[src/rtl/usr_seq_ctrl.sv]
// Command sequencer driving a 4-bit universal shift register: load / shift right N / shift left N / snapshot.
// Latency from accept: load 3 cycles, shift N -> N+2, snapshot or zero-count shift 2; result captured with a one-cycle done pulse.
// Backpressure: cmd_ready only in IDLE, no queueing; optional USR_SEQ_ROTATE_EN adds cmd_rot for rotate-style serial feedback.
module usr_seq_ctrl #(
  parameter int WIDTH = 4,
  parameter int CNT_W = 3
) (
  input  logic             clk,
  input  logic             rst_n,
  input  logic             cmd_valid,
  output logic             cmd_ready,
  input  logic [1:0]       cmd_op,
  input  logic [CNT_W-1:0] cmd_cnt,
  input  logic [WIDTH-1:0] cmd_data,
  input  logic             cmd_sin,
`ifdef USR_SEQ_ROTATE_EN
  input  logic             cmd_rot,
`endif
  input  logic [WIDTH-1:0] usr_q,
  output logic [1:0]       usr_mode,
  output logic [WIDTH-1:0] usr_pdata,
  output logic             usr_sin_r,
  output logic             usr_sin_l,
  output logic             busy,
  output logic             done,
  output logic [WIDTH-1:0] result
);

  typedef enum logic [1:0] {IDLE, LOAD, SHIFT, CAPT} state_t;

  state_t           state;
  logic [CNT_W-1:0] remaining;
  logic             sin_r_q;
  logic             sin_l_q;

  assign cmd_ready = (state == IDLE);

  always_ff @(posedge clk or negedge rst_n) begin
    if (!rst_n) begin
      state     <= IDLE;
      remaining <= '0;
      sin_r_q   <= 1'b0;
      sin_l_q   <= 1'b0;
      usr_mode  <= 2'b00;
      usr_pdata <= '0;
      busy      <= 1'b0;
      done      <= 1'b0;
      result    <= '0;
    end else begin
      done <= 1'b0;
      case (state)
        IDLE: begin
          if (cmd_valid) begin
            busy <= 1'b1;
            case (cmd_op)
              2'b11: begin
                state     <= LOAD;
                usr_mode  <= 2'b11;
                usr_pdata <= cmd_data;
              end
              2'b01, 2'b10: begin
                if (cmd_cnt != '0) begin
                  state     <= SHIFT;
                  remaining <= cmd_cnt;
                  usr_mode  <= cmd_op;
                  sin_r_q   <= cmd_sin & ~cmd_op[1];
                  sin_l_q   <= cmd_sin & cmd_op[1];
                end else begin
                  state <= CAPT;
                end
              end
              default: state <= CAPT;
            endcase
          end
        end
        LOAD: begin
          state     <= CAPT;
          usr_mode  <= 2'b00;
          usr_pdata <= '0;
        end
        SHIFT: begin
          remaining <= remaining - 1'b1;
          // Last shift cycle: drop the mode so CAPT sees a settled register.
          if (remaining == CNT_W'(1)) begin
            state    <= CAPT;
            usr_mode <= 2'b00;
            sin_r_q  <= 1'b0;
            sin_l_q  <= 1'b0;
          end
        end
        CAPT: begin
          state  <= IDLE;
          busy   <= 1'b0;
          done   <= 1'b1;
          result <= usr_q;
        end
        default: state <= IDLE;
      endcase
    end
  end

`ifdef USR_SEQ_ROTATE_EN
  logic rot_q;

  always_ff @(posedge clk or negedge rst_n) begin
    if (!rst_n)
      rot_q <= 1'b0;
    else if (cmd_valid && cmd_ready)
      rot_q <= cmd_rot;
  end

  // Rotate: the bit falling off one end re-enters at the other in the same cycle.
  assign usr_sin_r = (rot_q && usr_mode == 2'b01) ? usr_q[0]       : sin_r_q;
  assign usr_sin_l = (rot_q && usr_mode == 2'b10) ? usr_q[WIDTH-1] : sin_l_q;
`else
  assign usr_sin_r = sin_r_q;
  assign usr_sin_l = sin_l_q;
`endif

endmodule

[config.mk]
export PLATFORM = sky130hd
export DESIGN_NAME = usr_seq_ctrl
export DESIGN_NICKNAME = d
export VERILOG_FILES = /design/src/rtl/usr_seq_ctrl.sv
export SDC_FILE = /design/constraint.sdc
export NUM_CORES = 1
export LEC_CHECK = 0
export ABC_CLOCK_PERIOD_IN_PS = 1800
export CAP_MARGIN = 10
export CORE_ASPECT_RATIO = 1.75
export CORE_MARGIN = 1.5
export CORE_UTILIZATION = 30
export DETAILED_ROUTE_END_ITERATION = 8
export HOLD_SLACK_MARGIN = 0.08
export PLACE_DENSITY = 0.58
export SLEW_MARGIN = 5
export SYNTH_ARGS = -nofsm -noshare
export SYNTH_HDL_FRONTEND = slang
export SYNTH_SLANG_ARGS = --single-unit
[constraint.sdc]
create_clock -name clk -period 1.8 [get_ports clk]
set_input_delay 0.36 -clock clk [delete_from_list [all_inputs] [get_ports clk]]
set_output_delay 0.36 -clock clk [all_outputs]
set_load 0.03 [all_outputs]
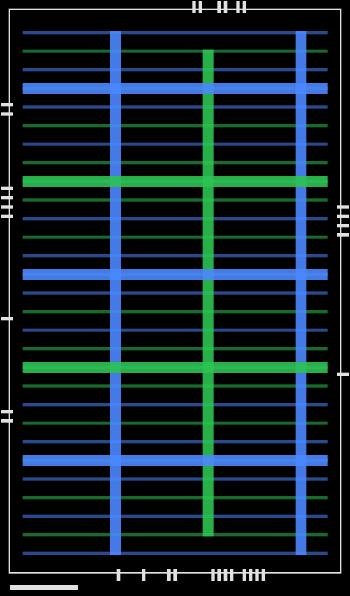
Figure 1: run 1, floorplan with the power grid.
The bar under the picture is 10 um long. Pins as bars on the die edge.
colour	net
blue	VSS
green	VDD
met4 straps	3
rows	28
met1 rails	29
met5 straps	5
signal pins	32
Max IR drop VDD: 0.909 mV
Core ar.: 0.00340 sq mm
Die Wd: 48.2 um

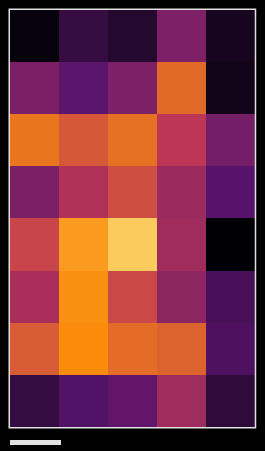
Figure 2: run 1, local utilization.
The bar under the picture is 10 um long. The die is cut into 5 by 8 equal tiles; black is low, pale yellow is high, 0 to 100% covered.
nearly empty tiles	2.5%
densest ninth of the die	centre
tiles over 75% full	7.5%
fullest tile	89%
mean over tiles	40%
Init Core Util: 0.316
Util after Layout: 0.486

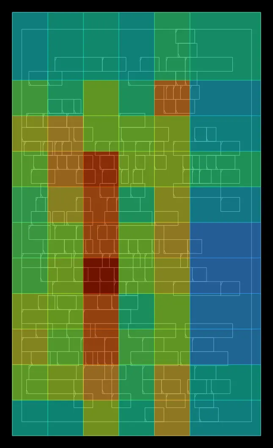
Figure 3: run 1, track usage over the die.
GRT met1 Usage: 0.162
Top Usage Layer GRT: met2

==> results.toml, run 1 <==
# generated from flow reports
[finish]
final_cells = 201
drive_above_1_share = 0.263
final_nets = 185
antennaDiodeCount = 0
seq_area_sq_um = 475
fillers = 345
comb_area_sq_um = 601
lay_top_cells = "clkdlybuf4s50_1, buf_4, dfrtp_1"
design_area_sq_mm = 0.00165

[synth]
adder_share = 0.128
ys_area_sq_mm = 0.00107
synth_area_per_cell_sq_um = 10.4
yosys-mux-area-fraction = 0.0733
area_leaders = "dfrtp_1, ha_1, mux2_2"
ys_sh_aoi = 0.158
top_logic_kind = "simple AND/OR/NAND/NOR gates"
largest_area_cell = "dfrtp_1"
yosysWarnings = 0
syn_inst = 103

[timing]
slew_headroom = 0.790
finalCritPeriodShare = 0.974
max_freq_mhz = 570
hold_viol_final = 0
setup-violations-final = 0

[setup_path]
critPathMaxFanout = 4
cp.required_ns = 1.95
worstSetupPathType = "input port to flop"
reg2reg_slack_ns = 0.08
crit_cells = 5
worst-path-buf-inv = 1
cp_slowest_cell = "clkdlybuf4s50_1"

[pwr]
p_leak_nw = 0.765
p_switching_mw = 1.18

[worst_hold_path]
hp-start = "cmd_op[1]"
hp-class = "input port to flop"
hold_path_depth = 3

[clocking]
path_clk_slew_ns = 0.07
cts_root_buffer = "clkbuf_8"
ctsLongestPathBuffers = 2
postCtsSetupBuffers = 0
cts_made_buffers = 3
cts_tree = "built"
clk_latency_ns = 0.26

[placed_design]
dpl.cell_count = 197
gp_congestion = 0.774
port_buffers = 31
pre_cts_ws_ns = -0.566
hpwl_mm = 2.12

[route]
drt-initial-drc-count = 9
vias = 950
drt.antenna.violating_nets = 0

[global_routing]
globalRouteOverflowTotal = 0
antenna_found_initial = 0
grt_pass1_wl_mm = 4.26

[run_status]
status = "finished clean"

[floorplanning]
io_pins = 32
==> run 1: synth_stat cells <==
master and instances:
a31oi_1 1, o2bb2ai_1 3, nand3b_1 1, and2b_1 1, a21oi_1 7, inv_1 6
mux2_2 6, and4_1 1, nand2b_1 4, nor3b_1 1, o32a_1 1, ha_1 11
o221a_1 1, o21ai_0 9, a22o_1 1, a21boi_0 1, nor3_1 1, nor2_1 5
dfrtp_1 19, nor2b_1 4, nor4_1 1, clkbuf_1 2, nand2_1 7, or3b_4 1
nor4b_1 1, and3_1 1, mux2_1 1, or3b_1 1, nand3_1 2, a41o_1 2
==> run 1: registers in the layout, indices dropped and copies added (netlist names) <==
name and count:
busy 1, done 1, remaining 3, result 4, state 2, usr_mode 2
usr_pdata 4, usr_sin_l 1, usr_sin_r 1
==> run 1: power groups by stage <==
stage,Clock (mW),Combinational [mW],Sequential [mW]
after floorplan,0,0.804,1.05
after global placement,0,1.77,0.764
after CTS,0.317,1.80,0.770
after global routing,0.332,1.94,0.790
final,0.305,1.78,0.768
after detailed placement,0,1.80,0.778
==> run 1: area by class of cell <==
class,count,share of cell area
Clock buffer,3,0.0250
Sequential cell,19,0.288
Clock inverter,1,0.00303
Tap cell,45,0.0341
Inverter,6,0.0136
Timing Repair Buffer,51,0.273
Multi-Input combinational cell,76,0.363
==> run 1: cells by family after synthesis <==
kind of cell               after synthesis
adders and majority gates               11
muxes                                    7
AOI/OAI and AO/OA                       26
buffers and inverters                    8
DFF                                     19
and+or+nand+nor                         32
==> run 1: metal layers <==
| layer | GRT usage | wire length (um) | vias to the layer above |
|---|---|---|---|
| met4 | 0.0649 | 37 | 0 |
| li1 | - | - | 471 |
| met1 | 0.162 | 1020 | 458 |
| met3 | 0.0174 | 66 | 4 |
| met2 | 0.267 | 1460 | 17 |
| met5 | 0 | 0 | - |
==> run 2: changes to the inputs <==
--- a/config.mk
+++ b/config.mk
@@ -10,6 +10,7 @@
 export CORE_ASPECT_RATIO = 1.75
 export CORE_MARGIN = 1.5
 export CORE_UTILIZATION = 30
+export CTS_CLUSTER_DIAMETER = 30
 export DETAILED_ROUTE_END_ITERATION = 8
 export HOLD_SLACK_MARGIN = 0.08
 export PLACE_DENSITY = 0.58
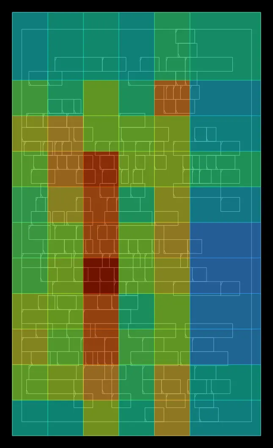
Figure 4: run 2, track usage over the die.
GRT Total Usage: 0.148
met2 Track Usage GR: 0.267
Routed wire per std cell: 12.8 um

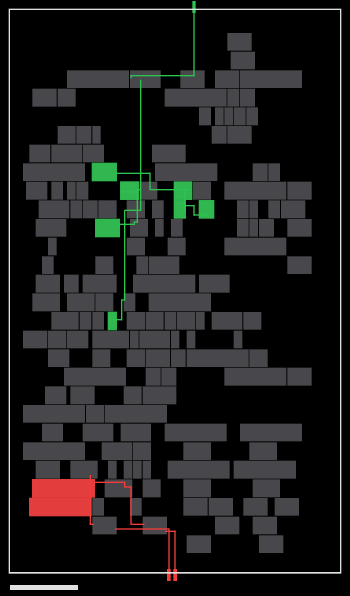
Figure 5: run 2, nets reached from selected ports.
The bar under the picture is 10 um long.
colour	port	bits	direction	end cells	wire
green	`cmd_valid`	1	input	7	91.0 um
red	`usr_mode`	2	output	2	41.8 um
I/O pin count: 32
PortBufs: 31

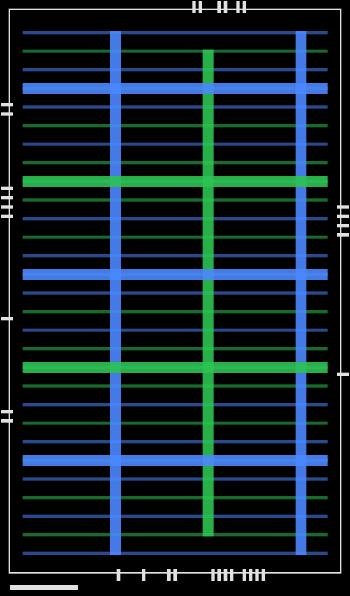
Figure 6: run 2, floorplan with the power grid.
The bar under the picture is 10 um long. Pins as bars on the die edge.
colour	net
green	VDD
blue	VSS
rows	28
met5 straps	5
met1 rails	29
signal pins	32
Die Y: 82.2 um

==> results.toml, run 2 <==
# generated from flow reports
[timing]
finalCritPeriodShare = 0.974
hold_viol_final = 0
slew_headroom = 0.790
setup-violations-final = 0
max_freq_mhz = 570

[worst_hold_path]
hp-class = "input port to flop"
hold_path_depth = 3
hp-start = "cmd_op[1]"

[global_routing]
grt_pass1_wl_mm = 4.26
globalRouteOverflowTotal = 0

[finish]
antennaDiodeCount = 0
final_cells = 201
drive_above_1_share = 0.263
comb_area_sq_um = 601
seq_area_sq_um = 475
lay_top_cells = "clkdlybuf4s50_1, buf_4, dfrtp_1"
top_regs = "result: 4 flops, usr_pdata: 4 flops, remaining: 3 flops"
final_nets = 185
post-route-util = 0.486

[synth]
flop_cell = "dfrtp_1"
adder_share = 0.128
synth.cells.most_frequent = "dfrtp_1, ha_1, o21ai_0, a21oi_1, nand2_1"
top_cell = "dfrtp_1"
ys_sh_aoi = 0.158
area_leaders = "dfrtp_1, ha_1, mux2_2"
synth_area_per_cell_sq_um = 10.4
top_logic_kind = "simple AND/OR/NAND/NOR gates"

[clocking]
postCtsSetupBuffers = 0
cts_tree = "built"
clk_latency_ns = 0.26
ctsLongestPathBuffers = 2
cts_root_buffer = "clkbuf_8"

[pwr]
p_switching_mw = 1.18
pg_comb_mw = 1.78
power-top-group = "combinational logic"
clock_power_mw = 0.305
peakVddDrop_mv = 0.909

[setup_path]
cp.required_ns = 1.95
critPathMaxFanout = 4
worst-path-buf-inv = 1
reg2reg_slack_ns = 0.08

[run_status]
status = "finished clean"

[placed_design]
dpl.cell_count = 197
-- run 2: cell counts in the layout (fill, tap and decap cells not counted) --
No cell type changed its count.
-- run 2: layout make-up --
cell class | count | area share
Multi-Input combinational cell | 76 | 0.363
Sequential cell | 19 | 0.288
Timing Repair Buffer | 51 | 0.273
Tap cell | 45 | 0.0341
Clock buffer | 3 | 0.0250
Inverter | 6 | 0.0136
Clock inverter | 1 | 0.00303
-- run 2: per-stage QoR --
stage                     total power, mW  setup slack (ns)  instance area [sq um]
after floorplan                      1.85           0.00421                   1100
after global placement               2.54            -0.502                   1610
after detailed placement             2.58            -0.566                   1610
after CTS                            2.89           0.00272                   1650
after global routing                 3.06           0.00926                   1650
final                                2.86            0.0471                   1650
-- run 2: worst max path at each step --
stage | start | depth (start not counted) | to | slack (ns)
after floorplan | cmd_op[1] | 6 | remaining[1]$_DFFE_PN0P_ | 0.004
after global placement | cmd_op[0] | 7 | remaining[1]$_DFFE_PN0P_ | -0.50
after detailed placement | cmd_op[1] | 7 | remaining[1]$_DFFE_PN0P_ | -0.57
after CTS | cmd_op[1] | 7 | remaining[1]$_DFFE_PN0P_ | 0.003
after global routing | state[1]$_DFFE_PN0P_ | 5 | remaining[1]$_DFFE_PN0P_ | 0.009
final | cmd_cnt[1] | 5 | remaining[1]$_DFFE_PN0P_ | 0.05
-- run 2: routing by layer --
| metal | GRT usage | wire (um) | part of all wire | vias up |
|---|---|---|---|---|
| li1 | - | - | - | 471 |
| met1 | 0.162 | 1020 | 0.39 | 458 |
| met2 | 0.267 | 1460 | 0.56 | 17 |
| met3 | 0.0174 | 66 | 0.026 | 4 |
| met4 | 0.0649 | 37 | 0.014 | 0 |
| met5 | 0 | 0 | 0 | - |
==> run 3: changes to the inputs <==
--- a/config.mk
+++ b/config.mk
@@ -5,6 +5,7 @@
 export SDC_FILE = /design/constraint.sdc
 export NUM_CORES = 1
 export LEC_CHECK = 0
+export ABC_AREA = 0
 export ABC_CLOCK_PERIOD_IN_PS = 1800
 export CAP_MARGIN = 10
 export CORE_ASPECT_RATIO = 1.75
@@ -13,7 +14,6 @@
 export CTS_CLUSTER_DIAMETER = 30
 export DETAILED_ROUTE_END_ITERATION = 8
 export HOLD_SLACK_MARGIN = 0.08
-export PLACE_DENSITY = 0.58
 export SLEW_MARGIN = 5
 export SYNTH_ARGS = -nofsm -noshare
 export SYNTH_HDL_FRONTEND = slang
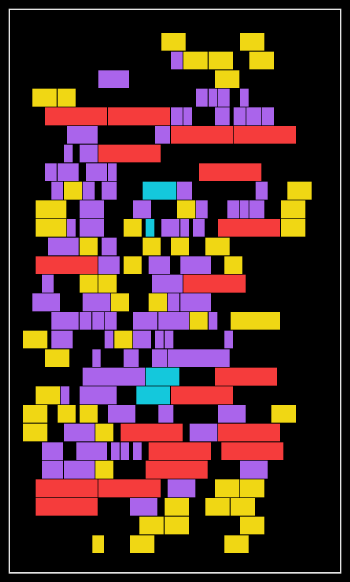
Figure 7: run 3, placement by cell class.
colour	class	cells	share of their area
yellow	other buffers and delay cells	50	29%
cyan	clock drivers and dummy loads	4	2.8%
red	flops	19	29%
purple	combinational and other logic	82	39%
Util after Layout: 0.492
Final Instance Area: 0.00167 sq mm
flop share of the area: 0.284
num rows: 28

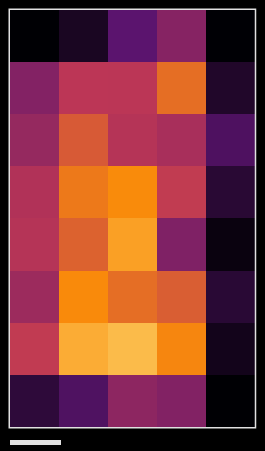
Figure 8: run 3, local utilization.
The bar under the picture is 10 um long. The die is cut into 5 by 8 equal tiles; black is low, pale yellow is high, 0 to 100% covered.
mean over tiles	41%
nearly empty tiles	7.5%
tiles over 75% full	7.5%
fullest tile	85%
densest ninth of the die	centre

==> results.toml, run 3 <==
# generated from flow reports
[route]
post_drt_wl_per_cell_um = 13.1
wl_met1_um = 985
routed.top_layer = "met4"
dr_wl_met2_mm = 1.48
wl_met3_um = 89

[synth]
flop_cell = "dfrtp_1"
area_leaders = "dfrtp_1, ha_1, mux2_2"
top_cell = "dfrtp_1"
synth_area_per_cell_sq_um = 10.4
synth.cells.most_frequent = "dfrtp_1, ha_1, o21ai_0, a21oi_1, nand2_1"

[global_routing]
use_met3 = 0.0217
grt.total_usage = 0.155
grt_use_met2 = 0.280
grt-busiest-layer = "met2"
globalRouteOverflowTotal = 0

[clocking]
ctsLongestPathBuffers = 2
clk_latency_ns = 0.26
cts_tree = "built"
postCtsSetupBuffers = 0
cts_root_buffer = "clkbuf_8"

[worst_hold_path]
hp-class = "input port to async pin"

[pwr]
clock_power_mw = 0.291
p_switching_mw = 1.19
power-top-group = "combinational logic"

[finish]
antennaDiodeCount = 0
final_nets = 184
lay_top_cells = "clkdlybuf4s50_1, dfrtp_1, buf_4"
top_regs = "result: 4 flops, usr_pdata: 4 flops, remaining: 3 flops"

[timing]
hold_viol_final = 0
setup-violations-final = 0
slew_headroom = 0.782

[run_status]
status = "finished clean"

[floorplanning]
io_pins = 32
fp.dieH_um = 82.2

[placed_design]
pre_cts_ws_ns = -0.541
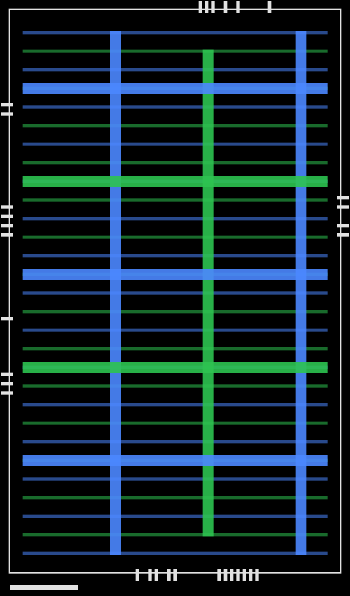
Figure 9: run 3, floorplan with the power grid.
The bar under the picture is 10 um long. Pins as bars on the die edge.
colour	net
blue	VSS
green	VDD
rows	28
met4 straps	3
met1 rails	29
met5 straps	5
signal pins	32
Max IR drop VDD: 0.750 mV

run 3: cell counts after synthesis:
No cell type changed its count.
run 3: through the flow:
step / total power, mW / cell area, sq um / std cells / setup TNS, ns / hold slack [ns]
floorplan: 1.85 / 1100 / 103 / 0 / 0.0644
global placement: 2.56 / 1610 / 196 / -3.45 / 0.475
detailed placement: 2.61 / 1610 / 196 / -3.90 / 0.482
CTS: 2.91 / 1650 / 200 / 0 / 0.437
global route: 3.11 / 1670 / 200 / -0.00493 / 0.482
finish: 2.90 / 1670 / 200 / 0 / 0.423
run 3: worst paths after layout:
| check | from | end | slack (ns) | depth (start not counted) |
|---|---|---|---|---|
| max | cmd_cnt[1] | remaining[1]$_DFFE_PN0P_ | 0.03 | 5 |
| min | rst_n | remaining[0]$_DFFE_PN0P_ | 0.42 | 2 |
| max reg2reg | state[0]$_DFFE_PN0P_ | remaining[1]$_DFFE_PN0P_ | 0.06 | 5 |
| min reg2reg | usr_pdata[2]$_DFFE_PN0P_ | usr_pdata[2]$_DFFE_PN0P_ | 0.49 | 2 |
| max in group asynchronous | rst_n | usr_sin_r$_DFFE_PN0P_ | 1.17 | 2 |
| min in group clk | usr_pdata[2]$_DFFE_PN0P_ | usr_pdata[2]$_DFFE_PN0P_ | 0.49 | 2 |
run 3: cell type report:
type | instances | area, sq um | area share
multi-input cells | 76 | 611 | 0.365
well taps | 45 | 56.3 | 0.0337
clock buffers | 4 | 45.0 | 0.0269
repair buffers | 50 | 463 | 0.277
flip-flops and latches | 19 | 475 | 0.284
inverters | 6 | 22.5 | 0.0135
run 3: cell families after synthesis:
logic type | share of synthesized area
and+or+nand+nor | 0.170
AOI/OAI and AO/OA | 0.158
DFF | 0.442
adders and majority gates | 0.128
buffers and inverters | 0.0279
muxes | 0.0733
No activity file was given, so power comes from the tool's default toggle rates.
